`config.mk`:
```
export PLATFORM = sky130hd
export DESIGN_NAME = regfile_writeback_arbiter
export DESIGN_NICKNAME = d
export VERILOG_FILES = /design/src/rtl/regfile_writeback_arbiter.sv
export SDC_FILE = /design/constraint.sdc
export NUM_CORES = 1
export LEC_CHECK = 0
export CAP_MARGIN = 15
export CORE_AREA = 3 3 166 168
export CTS_BUF_LIST = sky130_fd_sc_hd__clkbuf_4
export DETAILED_ROUTE_END_ITERATION = 10
export DIE_AREA = 0 0 169 171
export HOLD_SLACK_MARGIN = 0.1
export PLACE_DENSITY = 0.8
export SLEW_MARGIN = 10
export SYNTH_ARGS = -nofsm -noshare
export SYNTH_HDL_FRONTEND = slang
export SYNTH_SLANG_ARGS = --single-unit
```
`constraint.sdc`:
```
create_clock -name clk -period 3 [get_ports clk]
set_clock_uncertainty 0.15 [all_clocks]
set_input_delay 0.6 -clock clk [delete_from_list [all_inputs] [get_ports clk]]
set_output_delay 0.6 -clock clk [all_outputs]
set_load 0.05 [all_outputs]
```
`src/rtl/regfile_writeback_arbiter.sv`:
```
// Writeback arbiter: merges ALU and load results into a small FIFO and drains
// one entry per cycle onto the register file write port.
module regfile_writeback_arbiter #(
    parameter int WORDSIZE = 64,
    parameter int DEPTH    = 4
) (
    input  logic                      clk,
    input  logic                      rst_n,
    input  logic                      alu_valid,
    output logic                      alu_ready,
    input  logic [4:0]                alu_addr,
    input  logic [WORDSIZE-1:0]       alu_data,
    input  logic                      mem_valid,
    output logic                      mem_ready,
    input  logic [4:0]                mem_addr,
    input  logic [WORDSIZE-1:0]       mem_data,
    output logic                      rf_write_en,
    output logic [4:0]                rf_write_addr,
    output logic [WORDSIZE-1:0]       rf_write_data,
    input  logic [4:0]                qry_addr,
    output logic                      qry_pending,
    output logic [$clog2(DEPTH):0]    count
);
    localparam int PW = $clog2(DEPTH);

    typedef enum logic {SRC_ALU, SRC_MEM} src_e;

    src_e                lastGrant_q, lastGrant_d;
    logic [PW-1:0]       head_q, head_d;
    logic [PW-1:0]       tail_q, tail_d;
    logic [PW:0]         count_q, count_d;
    logic [4:0]          addrMem_q [DEPTH];
    logic [WORDSIZE-1:0] dataMem_q [DEPTH];
    logic                rfEn_q;
    logic [4:0]          rfAddr_q;
    logic [WORDSIZE-1:0] rfData_q;

    logic                full;
    logic                aluGnt;
    logic                memGnt;
    logic                push;
    logic                pop;
    logic [4:0]          pushAddr;
    logic [WORDSIZE-1:0] pushData;
    logic [PW-1:0]       slotOffset;

    // Ready is gated by rst_n so no handshake completes while reset is held.
    always_comb begin
        full        = (count_q == (PW+1)'(DEPTH));
        aluGnt      = 1'b0;
        memGnt      = 1'b0;
        if (rst_n && !full) begin
            if (alu_valid && mem_valid) begin
                if (lastGrant_q == SRC_ALU) begin
                    memGnt = 1'b1;
                end else begin
                    aluGnt = 1'b1;
                end
            end else begin
                aluGnt = alu_valid;
                memGnt = mem_valid;
            end
        end
        pushAddr    = memGnt ? mem_addr : alu_addr;
        pushData    = memGnt ? mem_data : alu_data;
        push        = (aluGnt || memGnt) && (pushAddr != 5'd0);
        pop         = (count_q != '0);
        lastGrant_d = lastGrant_q;
        if (aluGnt) begin
            lastGrant_d = SRC_ALU;
        end else if (memGnt) begin
            lastGrant_d = SRC_MEM;
        end
        head_d  = pop  ? head_q + 1'b1 : head_q;
        tail_d  = push ? tail_q + 1'b1 : tail_q;
        count_d = count_q + {{PW{1'b0}}, push} - {{PW{1'b0}}, pop};
    end

    always_ff @(posedge clk or negedge rst_n) begin
        if (!rst_n) begin
            lastGrant_q <= SRC_ALU;
            head_q      <= '0;
            tail_q      <= '0;
            count_q     <= '0;
            rfEn_q      <= 1'b0;
            rfAddr_q    <= '0;
            rfData_q    <= '0;
        end else begin
            lastGrant_q <= lastGrant_d;
            head_q      <= head_d;
            tail_q      <= tail_d;
            count_q     <= count_d;
            rfEn_q      <= pop;
            if (pop) begin
                rfAddr_q <= addrMem_q[head_q];
                rfData_q <= dataMem_q[head_q];
            end
        end
    end

    // Storage needs no reset: occupancy alone decides which slots are live.
    always_ff @(posedge clk) begin
        if (push) begin
            addrMem_q[tail_q] <= pushAddr;
            dataMem_q[tail_q] <= pushData;
        end
    end

    always_comb begin
        qry_pending = rfEn_q && (rfAddr_q == qry_addr);
        slotOffset  = '0;
        for (int i = 0; i < DEPTH; i++) begin
            slotOffset = PW'(i) - head_q;
            if (({1'b0, slotOffset} < count_q) && (addrMem_q[i] == qry_addr)) begin
                qry_pending = 1'b1;
            end
        end
        if (qry_addr == 5'd0) begin
            qry_pending = 1'b0;
        end
    end

    assign alu_ready     = aluGnt;
    assign mem_ready     = memGnt;
    assign rf_write_en   = rfEn_q;
    assign rf_write_addr = rfAddr_q;
    assign rf_write_data = rfData_q;
    assign count         = count_q;

endmodule
```
Run 1, sequential cells grouped by signal name:
The bar under the picture is 50 µm long. Other sequential cells in the stronger grey, the rest of the logic in the fainter grey.
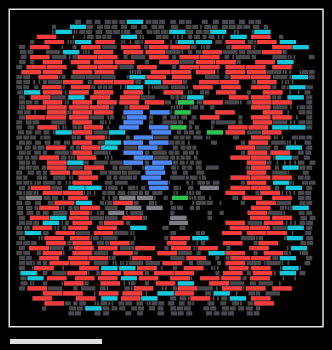
legend:
  `dataMem_q`:
    colour: red
    sequential_cells: 256
    where: spread over the die
  `addrMem_q`:
    colour: blue
    sequential_cells: 20
    where: centre
  `rf_write_data`:
    colour: cyan
    sequential_cells: 64
    where: spread over the die
  `rf_write_addr`:
    colour: green
    sequential_cells: 5
not coloured: 9

Run 1, clock routing:
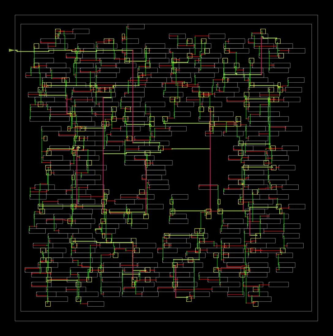
Flops: 354
total CTS buffers: 86
Late-Pin Clk Latency: 670 ps

Run 1, signal wires on met1:
The bar under the picture is 50 µm long.
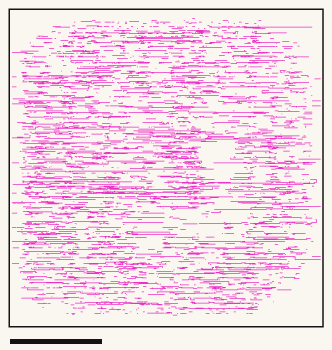
share of all routed wire: 40%
longest straight run: 55.2 µm
nets with wire on the layer: 1162

Run 1, zoomed window:
The bar under the picture is 20 µm long. Region (60, 95) to (110, 145) µm. Cells in grey, sequential cells in the stronger grey; small squares are vias.
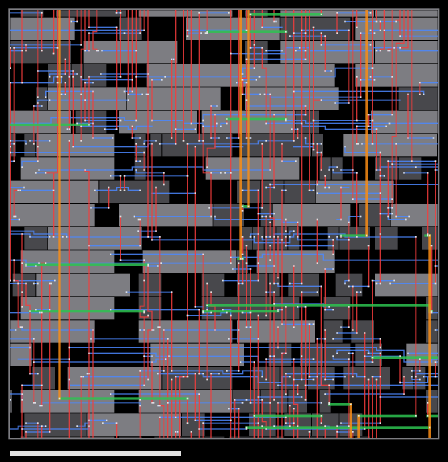
legend:
  M3:
    colour: green
  M4:
    colour: orange
  M1:
    colour: blue
  M2:
    colour: red
cells with their middle in the window: 120
sequential cells in the window: 41
netlist names of flops here include: `dataMem_q` (23), `addrMem_q` (11), `rf_write_data` (4)
most frequent: edfxtp_1 (34), nand2_1 (24), clkbuf_4 (18)

==> deck_impl_summary.md, run 1 <==
Flow Results at a Glance

Outcome
  – Outcome: finished with violations
  – Failing checks: setup timing

Timing
  – Fin crit period: between 3000 and 4000 ps
  – Final hold vios: 0
  – Count of final setup violators: 1
  – Setup ws final: -253 ps
  – Final Max Tran Viols: 0
  – Setup_tns: -253 ps

Final layout
  – Diode count: 0
  – Nets: 1297
  – Share of cells above drive strength 1: 0.277
  – Final cell count without fillers: between 1500 and 2000
  – Most frequent cells in the layout: edfxtp_1 (276), clkdlybuf4s50_1 (218), nand2_1 (212)

Synthesis
  – Synth mux share: 0.164
  – Number of synthesized flops with an enable pin: ~280
  – Yosys Instances: 839
  – Main synth FF type: edfxtp_1
  – Adder share: 0.0102
  – Syn nets: 997
  – Yosys xor share: 0.0190
  – Ys flops: 354
  – Leading area contributor after synthesis: edfxtp_1
  – Synthesized area: 14300 µm²
  – Area reported by Yosys stat: approximately 14000 µm²
  – Top cells, area: edfxtp_1 (58%), dfrtp_1 (14%), mux4_2 (11%)
  – Ao+oa area frac: 0.00761

Routing
  – Wirelength per Cell: 19.0 µm
  – Final ANT Viol Nets: 0
  – Via count: 8301
  – First-pass DRT Iterations: 5
  – Final WL: 29400 µm

Global routing
  – First-pass GRT wire length: between 40000 and 50000 µm
  – Pin count of the biggest net entering global routing: approximately 72
  – Initial antenna violation count: 1
  – Number of global-route vias before repair: about 9000
  – All-Layer GR Usage: 0.209

Clock network
  – Clk root buf: clkbuf_4
  – Cts hold-fix bufs: 1
  – Post-CTS sizing: 4
  – CTS max path bufs: 3
  – Clock Sinks: 354
  – CTS clk-pin slew, worst paths: 60 ps
  – Depth of the CTS H-tree: 3

Power and ir drop
  – Worst IR drop on VDD: between 0.5 and 0.6 mV
  – Share of total power in sequential cells: 0.387
  – Power Density: 996 nW/µm²
  – Clock power share: 0.220
  – Comb power frac: 0.394
  – Power Internal: ~12 mW

Worst setup path
  – Startpoint types: flip-flop
  – Critical-path cell list: xnor2_2 -> inv_1 -> ha_1 -> a221o_1 -> o211a_1 -> a21oi_2 -> buf_12
  – Crit path required time: approximately 2300 ps
  – WS Path Type: reg -> out
  – Worst Path Arrival: roughly 2500 ps

Hold path
  – Min-delay worst type: reg -> reg

Placed design
  – GP Congestion: 0.821
  – IO Port Bufs: roughly 220
  – DPL Wire Length: 18400 µm

Floorplan
  – Chip width: 169 µm
  – Floorplan row count: 59

Job
  – Max-cap violations: 0
  – Log Warnings: 32
run 1: through the flow:
| step | setup WS (ps) | util | hold WS [ps] |
|---|---|---|---|
| detailed placement | -113 | 0.657 | 305 |
| floorplan | 1.31 | - | 154 |
| finish | -253 | 0.703 | 312 |
| global route | -404 | 0.703 | 332 |
| global placement | -91.0 | 0.657 | 299 |
| CTS | -319 | 0.703 | 320 |
run 1: final timing paths:
check	startpoint	to	slack (ps)	cells past startpoint
max	head_q[0]	qry_pending	-250	7
min	rf_write_data[5]	rf_write_data[5]	310	2
max reg2reg	count[0]	count[2]	590	10
min reg2reg	rf_write_data[5]	rf_write_data[5]	310	2
max in group asynchronous	rst_n	head_q[0]	910	4
min in group asynchronous	rst_n	rf_write_data[24]	420	3
run 1: state kept, by name, summed over array words and instances, names as in the netlist:
name,cells
tail_q,2
rf_write_data,64
lastGrant_q,1
head_q,2
rf_write_addr,5
rf_write_en,1
addrMem_q,20
dataMem_q,256
count,3
run 1: power groups by stage:
stage          logic, mW  registers (mW)  clock network, mW
2_1_floorplan       3.18            8.81                  0
3_5_place_dp        7.26            7.16                  0
6_report            7.19            7.06               4.02
5_1_grt             7.76            7.17               4.41
3_3_place_gp        7.17            7.11                  0
4_1_cts             7.31            7.07               4.14
run 1: layer usage:
metal,share of wire,track usage,wire [µm]
met2,0.50,0.352,14700
met3,0.077,0.0536,2260
met5,0.00034,0,10
met4,0.022,0.0783,648
met1,0.40,0.266,11800
run 1: layout make-up:
class                   count  area (µm²)
repair buffers            255        2620
well taps                 335         419
multi-input cells         428        3830
flip-flops and latches    354       10200
inverters                  14        52.6
fillers                  1766        7730
clock inverters            21         114
clock buffers             140        1050
run 1: cells by family after synthesis:
kind of cell	Yosys count
compound gates	15
xor+xnor	31
fa+ha+maj	11
buf+inv	57
flops	354
mux	139
simple gates	232
==> run 2, diff against run 1 <==
--- a/config.mk
+++ b/config.mk
@@ -16,3 +16,4 @@
 export SYNTH_ARGS = -nofsm -noshare
 export SYNTH_HDL_FRONTEND = slang
 export SYNTH_SLANG_ARGS = --single-unit
+export TNS_END_PERCENT = 30
==> constraint.sdc (replaced) <==
create_clock -name clk -period 3.4 [get_ports clk]
set_clock_uncertainty 0.15 [all_clocks]
set_input_delay 0.68 -clock clk [delete_from_list [all_inputs] [get_ports clk]]
set_output_delay 0.68 -clock clk [all_outputs]
set_load 0.05 [all_outputs]
==> deck_impl_summary.md, run 2 <==
Flow Results at a Glance

Clock network
  – CTS max path bufs: 3 (unchanged)
  – CTS clk-pin slew, worst paths: 60 ps (about the same)

Power and ir drop
  – Power Density: 884 nW/µm² (-11%)
  – Share of total power in sequential cells: 0.386 (about the same)
  – Clock power share: 0.219 (about the same)
  – Comb power frac: 0.396 (+0.002)
  – Worst IR drop on VDD: 0.639 mV (+10%)

Routing
  – Wirelength per Cell: 19.4 µm (+1.9%)
  – First-pass DRT Iterations: 5 (unchanged)
  – Metal1 wirelength: 11700 µm (-1.3%)
  – Met2 WL: 15600 µm (+6.1%)
  – Final ANT Viol Nets: 0 (unchanged)

Synthesis
  – Leading area contributor after synthesis: edfxtp_1
  – Area reported by Yosys stat: 14300 µm² (unchanged)
  – Yosys Instances: 839 (unchanged)
  – Adder share: 0.0102 (unchanged)
  – Yosys xor share: 0.0190 (unchanged)
  – Ao+oa area frac: 0.00761 (unchanged)
  – Synthesized area: 14300 µm² (unchanged)
  – Ys flops: 354 (unchanged)

Placed design
  – DPL Wire Length: 18800 µm (+2.3%)
  – IO Port Bufs: 222 (unchanged)
  – GP Congestion: 0.866 (+5.5%)

Global routing
  – Initial antenna violation count: 2 (+1)
  – Pin count of the biggest net entering global routing: 72 (unchanged)
  – GR Layer Usage met3: 0.0476 (-0.00601)
  – Grt met2 use: 0.365 (+0.0131)
  – All-Layer GR Usage: 0.210 (+0.000934)

Final layout
  – Share of cells above drive strength 1: 0.269 (-0.00841)
  – # fillers: 1754 (-0.68%)
  – Largest Register: dataMem_q

Worst setup path
  – Worst Path Arrival: 2550 ps (+50 ps)
  – Startpoint types: flip-flop

Timing
  – Worst hold slack: 313 ps (+0.932 ps)
  – Fin crit period: 3380 ps
  – Setup ws final: 20.4 ps (+274 ps)

Floorplan
  – Floorplan row count: 59 (unchanged)

Outcome
  – Outcome: completed

Hold path
  – Min-delay worst type: reg -> reg

Job
  – Max-cap violations: 0 (unchanged)
[run 2: through the flow]
| step | instance area [µm²] | instances |
|---|---|---|
| final | 18300 | 1545 |
| after detailed placement | 17100 | 1376 |
| after CTS | 18300 | 1544 |
| after global placement | 17100 | 1376 |
| after global routing | 18300 | 1545 |
| after floorplan | 14300 | 839 |
[run 2: area by class of cell]
| class | count | share of cell area |
|---|---|---|
| flip-flops and latches | 354 | 0.560 |
| multi-input cells | 428 | 0.210 |
| repair buffers | 251 | 0.141 |
| clock buffers | 132 | 0.0542 |
| well taps | 335 | 0.0229 |
| clock inverters | 30 | 0.00924 |
| inverters | 14 | 0.00287 |
| diodes | 1 | 0.000137 |
[run 2: power by group through the flow]
stage / sequential, mW / clock [mW] / combinational, mW
final: 6.23 / 3.54 / 6.39
after global routing: 6.33 / 3.89 / 6.87
after CTS: 6.24 / 3.65 / 6.49
after detailed placement: 6.36 / 0 / 6.35
after global placement: 6.31 / 0 / 6.23
after floorplan: 7.77 / 0 / 2.81
[run 2: final timing paths]
check | from | to | slack, ps | cells after the start
max in group asynchronous | rst_n | head_q[0] | 1860 | 3
setup / recovery | head_q[1] | qry_pending | 20 | 8
hold reg to reg | rf_write_data[54] | rf_write_data[54] | 310 | 2
hold / removal | rf_write_data[54] | rf_write_data[54] | 310 | 2
setup reg to reg | head_q[0] | rf_write_data[7] | 440 | 6
min in group asynchronous | rst_n | lastGrant_q | 550 | 3
[run 2: cell families after synthesis]
logic type,count (synthesis)
AOI/OAI and AO/OA,15
xor gates and xnor gates,31
adders and majority gates,11
buffers and inverters,57
DFF,354
muxes,139
and+or+nand+nor,232
[run 2: what timing repair did]
item                                   CTS  global route
setup endpoints to repair                1             1
hold buffers                             1             0
gates resized                            5             0
setup buffers                            5             0
pin swaps                                4             0
endpoints found under the hold margin   78             0
Run 2, sequential cells grouped by signal name:
The bar under the picture is 50 µm long. Other sequential cells in the stronger grey, the rest of the logic in the fainter grey.
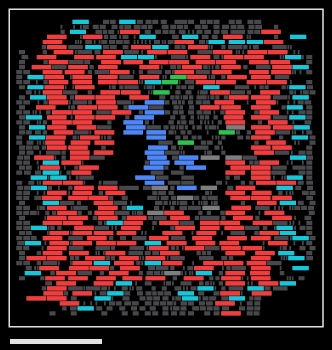
legend:
  `rf_write_data`:
    colour: cyan
    sequential_cells: 64
    where: spread over the die
  `rf_write_addr`:
    colour: green
    sequential_cells: 5
    where: top centre
  `dataMem_q`:
    colour: red
    sequential_cells: 256
    where: spread over the die
  `addrMem_q`:
    colour: blue
    sequential_cells: 20
    where: centre
not coloured: 9

Run 2, pin placement:
The bar under the picture is 50 µm long. Pins as bars across the die edge, other pins in grey.
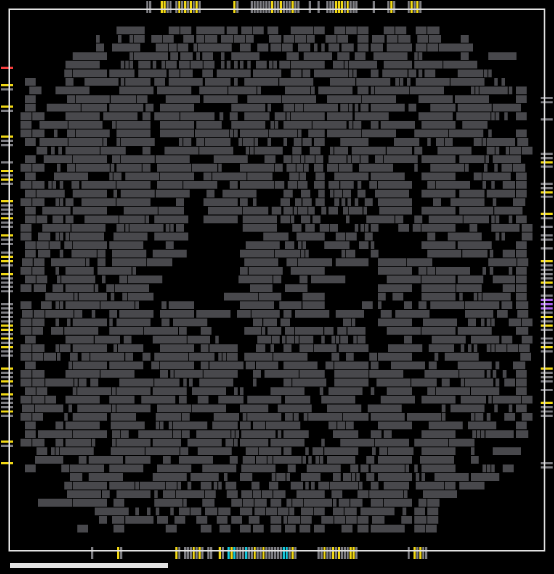
legend:
  `count`:
    colour: purple
    pins: 3
    direction: output
    edge: right
  `mem_data`:
    colour: yellow
    pins: 64
    direction: input
    edge: 21 left, 17 top, 16 bottom, 10 right
  `clk`:
    colour: red
    pins: 1
    direction: input
    edge: left
  `alu_addr`:
    colour: cyan
    pins: 5
    direction: input
    edge: bottom

No activity file was given, so power comes from the tool's default toggle rates.
